<file path="src/rtl/imem_pkg.sv">
// imem_pkg: shared types and constants for the instruction-memory loader.
// Used by byte_packer and imem_loader.
package imem_pkg;

   localparam int IMEM_ADDR_W = 12;
   localparam int IMEM_WORD_W = 32;

   typedef enum logic [2:0] {
      IDLE,
      LEN0,
      LEN1,
      DATA,
      WRITE,
      CHK,
      DONE,
      ERROR
   } state_t;

   // States in which a stream byte may be taken
   function automatic logic takes_byte(state_t s);
      return (s == LEN0) || (s == LEN1) ||
             (s == DATA) || (s == CHK);
   endfunction

endpackage

</file>
<file path="src/rtl/byte_packer.sv">
// byte_packer: little-endian byte-lane assembler for 32-bit words.
// Flags the cycle in which the fourth byte of a word arrives.
module byte_packer
   import imem_pkg::*;
(
   input  logic                   clk_in,
   input  logic                   rst_n_in,
   input  logic                   clr_in,
   input  logic                   shift_in,
   input  logic [7:0]             byte_in,
   output logic [IMEM_WORD_W-1:0] word_out,
   output logic                   full_out
);

   logic [1:0]  idx_q;
   logic [23:0] lanes_q;

   assign full_out = shift_in && (idx_q == 2'd3);

   // Place each byte in its lane; the fourth byte publishes the word
   always_ff @(posedge clk_in or negedge rst_n_in) begin
      if (!rst_n_in) begin
         idx_q    <= '0;
         lanes_q  <= '0;
         word_out <= '0;
      end else if (clr_in) begin
         idx_q <= '0;
      end else if (shift_in) begin
         idx_q <= idx_q + 2'd1;
         unique case (idx_q)
            2'd0: lanes_q[7:0]   <= byte_in;
            2'd1: lanes_q[15:8]  <= byte_in;
            2'd2: lanes_q[23:16] <= byte_in;
            2'd3: word_out       <= {byte_in, lanes_q};
         endcase
      end
   end

endmodule

</file>
<file path="src/rtl/imem_loader.sv">
// imem_loader: boot loader that streams an image into instruction memory.
// Optional trailing checksum byte: define IMEM_LOADER_CHECKSUM_EN.
module imem_loader
   import imem_pkg::*;
#(
   parameter int ADDR_W      = IMEM_ADDR_W,
   parameter int TIMEOUT_CYC = 1000000
) (
   input  logic                   clk_in,
   input  logic                   rst_n_in,
   input  logic                   start_in,
   input  logic                   byte_valid_in,
   input  logic [7:0]             byte_data_in,
   output logic                   byte_ready_out,
   output logic                   we_out,
   output logic [ADDR_W-1:0]      address_out,
   output logic [IMEM_WORD_W-1:0] data_out,
   output logic                   core_rst_n_out,
   output logic                   busy_out,
   output logic                   done_out,
   output logic                   error_out,
   output logic [ADDR_W:0]        word_cnt_out
);

   localparam int TW = (TIMEOUT_CYC > 1) ?
                       $clog2(TIMEOUT_CYC + 1) : 1;
   localparam logic [TW-1:0] TMO_LAST =
      (TIMEOUT_CYC > 0) ? TW'(TIMEOUT_CYC - 1) : '0;
   localparam logic [16:0] MAX_LEN = 17'd1 << ADDR_W;

   state_t state_q;
   state_t state_d;

   logic [7:0]             len_lo_q;
   logic [15:0]            len_q;
   logic [15:0]            n_in;
   logic [ADDR_W:0]        cnt_q;
   logic [ADDR_W:0]        cnt_inc;
   logic [ADDR_W-1:0]      addr_q;
   logic [TW-1:0]          tmo_q;
   logic                   take;
   logic                   acc;
   logic                   clr;
   logic                   bad_len;
   logic                   last_wr;
   logic                   tmo_hit;
   logic                   pk_clr;
   logic                   pk_shift;
   logic                   pk_full;
   logic [IMEM_WORD_W-1:0] pk_word;
`ifdef IMEM_LOADER_CHECKSUM_EN
   logic [7:0]             sum_q;
`endif

   assign take     = takes_byte(state_q);
   assign acc      = byte_valid_in && take;
   assign n_in     = {byte_data_in, len_lo_q};
   assign bad_len  = (n_in == 16'd0) ||
                     ({1'b0, n_in} > MAX_LEN);
   assign cnt_inc  = cnt_q + 1'b1;
   assign last_wr  = (32'(cnt_inc) == 32'(len_q));
   assign tmo_hit  = (TIMEOUT_CYC != 0) && take &&
                     !acc && (tmo_q == TMO_LAST);
   assign clr      = start_in &&
                     (state_q inside {IDLE, DONE, ERROR});
   assign pk_clr   = clr || ((state_q == LEN1) && acc);
   assign pk_shift = acc && (state_q == DATA);

   byte_packer u_pack (
      .clk_in   (clk_in),
      .rst_n_in (rst_n_in),
      .clr_in   (pk_clr),
      .shift_in (pk_shift),
      .byte_in  (byte_data_in),
      .word_out (pk_word),
      .full_out (pk_full)
   );

   // State register
   always_ff @(posedge clk_in or negedge rst_n_in) begin
      if (!rst_n_in) state_q <= IDLE;
      else           state_q <= state_d;
   end

   // Session sequencing; a stall timeout aborts any byte-taking state
   always_comb begin
      state_d = state_q;
      unique case (state_q)
         IDLE, DONE, ERROR: begin
            if (clr) state_d = LEN0;
         end
         LEN0: begin
            if (acc)          state_d = LEN1;
            else if (tmo_hit) state_d = ERROR;
         end
         LEN1: begin
            if (acc)          state_d = bad_len ? ERROR : DATA;
            else if (tmo_hit) state_d = ERROR;
         end
         DATA: begin
            if (pk_full)      state_d = WRITE;
            else if (tmo_hit) state_d = ERROR;
         end
         WRITE: begin
`ifdef IMEM_LOADER_CHECKSUM_EN
            state_d = last_wr ? CHK : DATA;
`else
            state_d = last_wr ? DONE : DATA;
`endif
         end
         CHK: begin
`ifdef IMEM_LOADER_CHECKSUM_EN
            if (acc)
               state_d = (byte_data_in == sum_q) ? DONE : ERROR;
            else if (tmo_hit)
               state_d = ERROR;
`else
            state_d = ERROR;
`endif
         end
         default: state_d = IDLE;
      endcase
   end

   // Capture the two length bytes
   always_ff @(posedge clk_in or negedge rst_n_in) begin
      if (!rst_n_in) begin
         len_lo_q <= '0;
         len_q    <= '0;
      end else begin
         if ((state_q == LEN0) && acc) len_lo_q <= byte_data_in;
         if ((state_q == LEN1) && acc) len_q    <= n_in;
      end
   end

   // Word counter, and an address latched only when a word completes
   always_ff @(posedge clk_in or negedge rst_n_in) begin
      if (!rst_n_in) begin
         cnt_q  <= '0;
         addr_q <= '0;
      end else if (clr) begin
         cnt_q  <= '0;
         addr_q <= '0;
      end else begin
         if (pk_full)            addr_q <= cnt_q[ADDR_W-1:0];
         if (state_q == WRITE)   cnt_q  <= cnt_inc;
      end
   end

   // Idle-cycle counter, restarted by any byte or state change
   always_ff @(posedge clk_in or negedge rst_n_in) begin
      if (!rst_n_in)
         tmo_q <= '0;
      else if ((TIMEOUT_CYC == 0) || acc || !take ||
               (state_d != state_q))
         tmo_q <= '0;
      else
         tmo_q <= tmo_q + 1'b1;
   end

`ifdef IMEM_LOADER_CHECKSUM_EN
   // Running modulo-256 sum over length and data bytes
   always_ff @(posedge clk_in or negedge rst_n_in) begin
      if (!rst_n_in)
         sum_q <= '0;
      else if (clr)
         sum_q <= '0;
      else if (acc && (state_q != CHK))
         sum_q <= sum_q + byte_data_in;
   end
`endif

   assign byte_ready_out = take;
   assign we_out         = (state_q == WRITE);
   assign address_out    = addr_q;
   assign data_out       = pk_word;
   assign busy_out       = take || (state_q == WRITE);
   assign done_out       = (state_q == DONE);
   assign error_out      = (state_q == ERROR);
   assign core_rst_n_out = (state_q == DONE);
   assign word_cnt_out   = cnt_q;

endmodule
</file>
<file path="config.mk">
export PLATFORM = sky130hd
export DESIGN_NAME = imem_loader
export DESIGN_NICKNAME = d
export VERILOG_FILES = /design/src/rtl/imem_pkg.sv /design/src/rtl/byte_packer.sv /design/src/rtl/imem_loader.sv
export SDC_FILE = /design/constraint.sdc
export NUM_CORES = 1
export LEC_CHECK = 0
export CAP_MARGIN = 20
export CORE_MARGIN = 4
export CORE_UTILIZATION = 45
export CTS_BUF_LIST = sky130_fd_sc_hd__clkbuf_4 sky130_fd_sc_hd__clkbuf_8 sky130_fd_sc_hd__clkbuf_16
export CTS_CLUSTER_DIAMETER = 120
export DETAILED_ROUTE_END_ITERATION = 6
export PLACE_DENSITY_LB_ADDON = 0.3
export SYNTH_ARGS = -nofsm -noshare
export SYNTH_HDL_FRONTEND = slang
export SYNTH_SLANG_ARGS = --single-unit
</file>
<file path="constraint.sdc">
create_clock -name clk_in -period 4.1 [get_ports clk_in]
set_input_delay 0.82 -clock clk_in [delete_from_list [all_inputs] [get_ports clk_in]]
set_output_delay 0.82 -clock clk_in [all_outputs]
set_load 0.01 [all_outputs]
</file>
### Close-up of the layout, run 1

Region (36, 61) to (86, 111) um. Cells in grey, sequential cells in the stronger grey; small squares are vias.
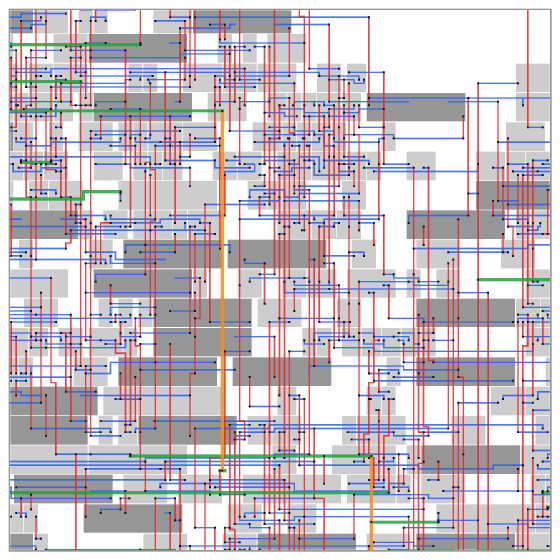
green -> metal 3
red -> metal 2
blue -> metal 1
orange -> metal 4
netlist names of flops here include = tmo_q (10), len_q (4), state_q (3)
most frequent = nor2_1 (25), dfrtp_1 (24), nand2_1 (16)
cells with their middle in the window = 176
sequential cells in the window = 24

### Sizing map, run 1

Drawn at 2 px/um.
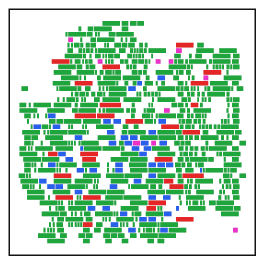
red -> _6 and larger  # cells 27, share 4.1%, most used clkbuf_16
magenta -> _3 and _4 cells  # cells 10, share 1.5%, most used buf_4
blue -> _2 cells  # cells 52, share 7.8%, most used mux2_2
green -> _0 and _1 cells  # cells 577, share 87%, most used nand2_1

### Power grid, run 1

Drawn at 4 px/um. Pins as bars on the die edge.
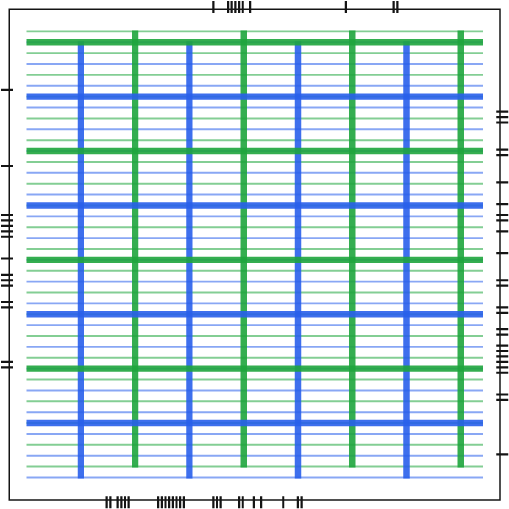
blue -> VSS
green -> VDD
met1 rails = 42
met5 straps = 8

==> run summary, run 1 <==
impl run done, here's what came out: Largest Register=u_pack.word_out, VDD IR-drop max=~340 uV, Comb gates=around 420, post-synth cell types=roughly 44, CP peak stage delay=between 500 and 600 ps, Max-cap violations=0, CTS tree=yes, Final Non-Filler Cells=between 800 and 900, flop share of the area=between 40% and 50%, via count=approximately 4400, register area=about 3300 um^2, most crowded layer after global routing=met2, Worst-Skew Late Latency=between 400 and 500 ps, Syn. warnings=0, Worst setup endpoint=we_out, Hold Slack=between 400 and 500 ps, largest area contributor in the netlist=dfrtp_1, met3 wire len=between 600 and 700 um, ao+oa area frac=between 6 and 7%, Seq pwr share=40.4%, vias in the first global route=4508, CP required=~3300 ps, Top Registers=u_pack.word_out (32), u_pack.lanes_q (24), tmo_q (20), DRT antenna net count=0, Diodes inserted=0, worst r2r dst=state_q[0]$_DFF_PN0_, Psw=around 1600 uW, Layout area overhead=26.2%, Post-Route M1 WL=between 5 and 6 mm, FMAX=approximately 0.32 GHz, Crit Path Category=reg2out, mux frac, synth=a little under a tenth, Inverters=10, dominant synthesized flop cell=dfrtp_1, Post-route DRC=0, full die area=~15000 um^2, outcome=complete, no violations, YS chip area=around 5900 um^2, first-pass GRT wire length=between 20 and 25 mm, minimum clock period=between 3000 and 4000 ps, largest net degree at the start of global routing=68, largest class=sequential cells, worst hold endpoint=u_pack.word_out[20]$_DFFE_PN0P_, # hold bufs at CTS=0
==> run 2: changes to the inputs <==
clock period = 2.8 ns   (was 4.1 ns; I/O delays follow)
### Placement view, run 2

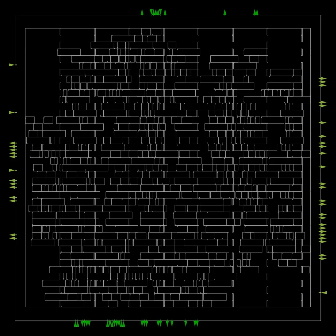
n_taps: 172
Fill cells: 1107
final core utilization: 58.5%

### Power grid, run 2

Drawn at 4 px/um. Pins as bars on the die edge.
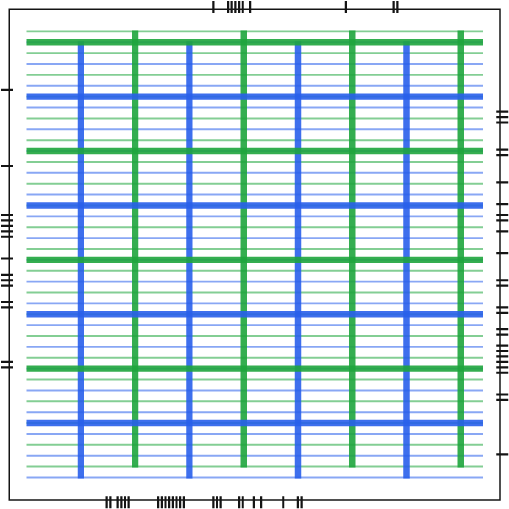
blue -> VSS
green -> VDD
signal pins = 75
met4 straps = 8

==> run 2 against run 1 <==
  * Hold slack worse by 260 ps
  * Synthesized cell count stayed put
  * Clock skew is 3.2 ps lower
  * Cell count is 1.8% higher
  * Setup slack worse by 860 ps
  * Total power is 41% higher
  * First-iteration DRC count is 16% lower
  * Critical path type unchanged
  * Critical endpoint unchanged
  * Highest routed layer unchanged
==> run summary, run 2 <==
impl run done, here's what came out: outcome=complete, no violations (unchanged), first-pass GRT wire length=22.6 mm (about the same), Top Registers=u_pack.word_out (32), u_pack.lanes_q (24), tmo_q (20) (unchanged), CTS H-Tree Depth=4 (unchanged), CTS resizes=0 (unchanged), CP arrival=2110 ps (was 2290 ps), Syn. warnings=0 (unchanged), most crowded layer after global routing=met2 (unchanged), register bit count reported by yosys=130 (unchanged), DRT antenna net count=0 (unchanged), CTS tree=yes (unchanged), CP required=2240 ps (was 3280 ps), Power, Total=7260 uW (was 5140 uW), Top delay family on crit path=buffers and inverters (unchanged), Post-Syn Area=5880 um^2 (unchanged), Die X=122 um (unchanged), drt first pass iters=4 (unchanged), Seq pwr share=41.9% (was 40.4%), Worst setup endpoint=we_out (unchanged), Basic Gates by Area=19.8% (unchanged), met2 usage=32.0% (was 32.4%), CP peak stage delay=590 ps (was 580 ps), Comb gates=415 (unchanged), post-synth cell types=44 (unchanged), full die area=15000 um^2 (unchanged), Psw=2270 uW (was 1580 uW), Final Non-Filler Cells=853 (was 838), share of cells above drive strength 1=15.4% (was 13.4%), Flops=130 (unchanged), RSZ-0062 raised after global routing=no (unchanged), Worst-Skew Late Latency=420 ps (was 410 ps), Clk pwr share=27.8% (was 30.7%), Post-route DRC=0 (unchanged), flop share of the area=43.7% (was 43.9%), dominant synthesized flop cell=dfrtp_1 (unchanged), Max-cap violations=0 (unchanged), # hold bufs at CTS=0 (unchanged), register area=3250 um^2 (unchanged), largest net degree at the start of global routing=57 (was 68), YS chip area=5880 um^2 (unchanged), setup violators final=0 (unchanged), Post-Route M1 WL=5.89 mm (was 5.88 mm), VDD IR-drop max=560 uV (was 338 uV), count leader, synth=nand2_1 (unchanged), Diodes inserted=0 (unchanged), mux frac, synth=9.19% (unchanged), Inverters=10 (unchanged), Layout area overhead=26.6% (was 26.2%), leak pwr=0.00327 uW (was 0.00323 uW), Post-synth ARST share=100% (unchanged), IO Port Bufs=74 (unchanged), Crit Path Category=reg2out (unchanged), minimum clock period=2670 ps, ao+oa area frac=6.55% (unchanged), largest area contributor in the netlist=dfrtp_1 (unchanged), largest class=sequential cells (unchanged), FMAX=approximately 0.37 GHz, via count=4531 (was 4425), Rows=41 (unchanged), Hold Slack=201 ps (was 466 ps), met3 wire len=687 um (was 633 um), Largest Register=u_pack.word_out (unchanged), vias in the first global route=4613 (was 4508), All-Layer GR Usage=19.6% (was 19.3%)
Power and IR drop assume default switching activity.
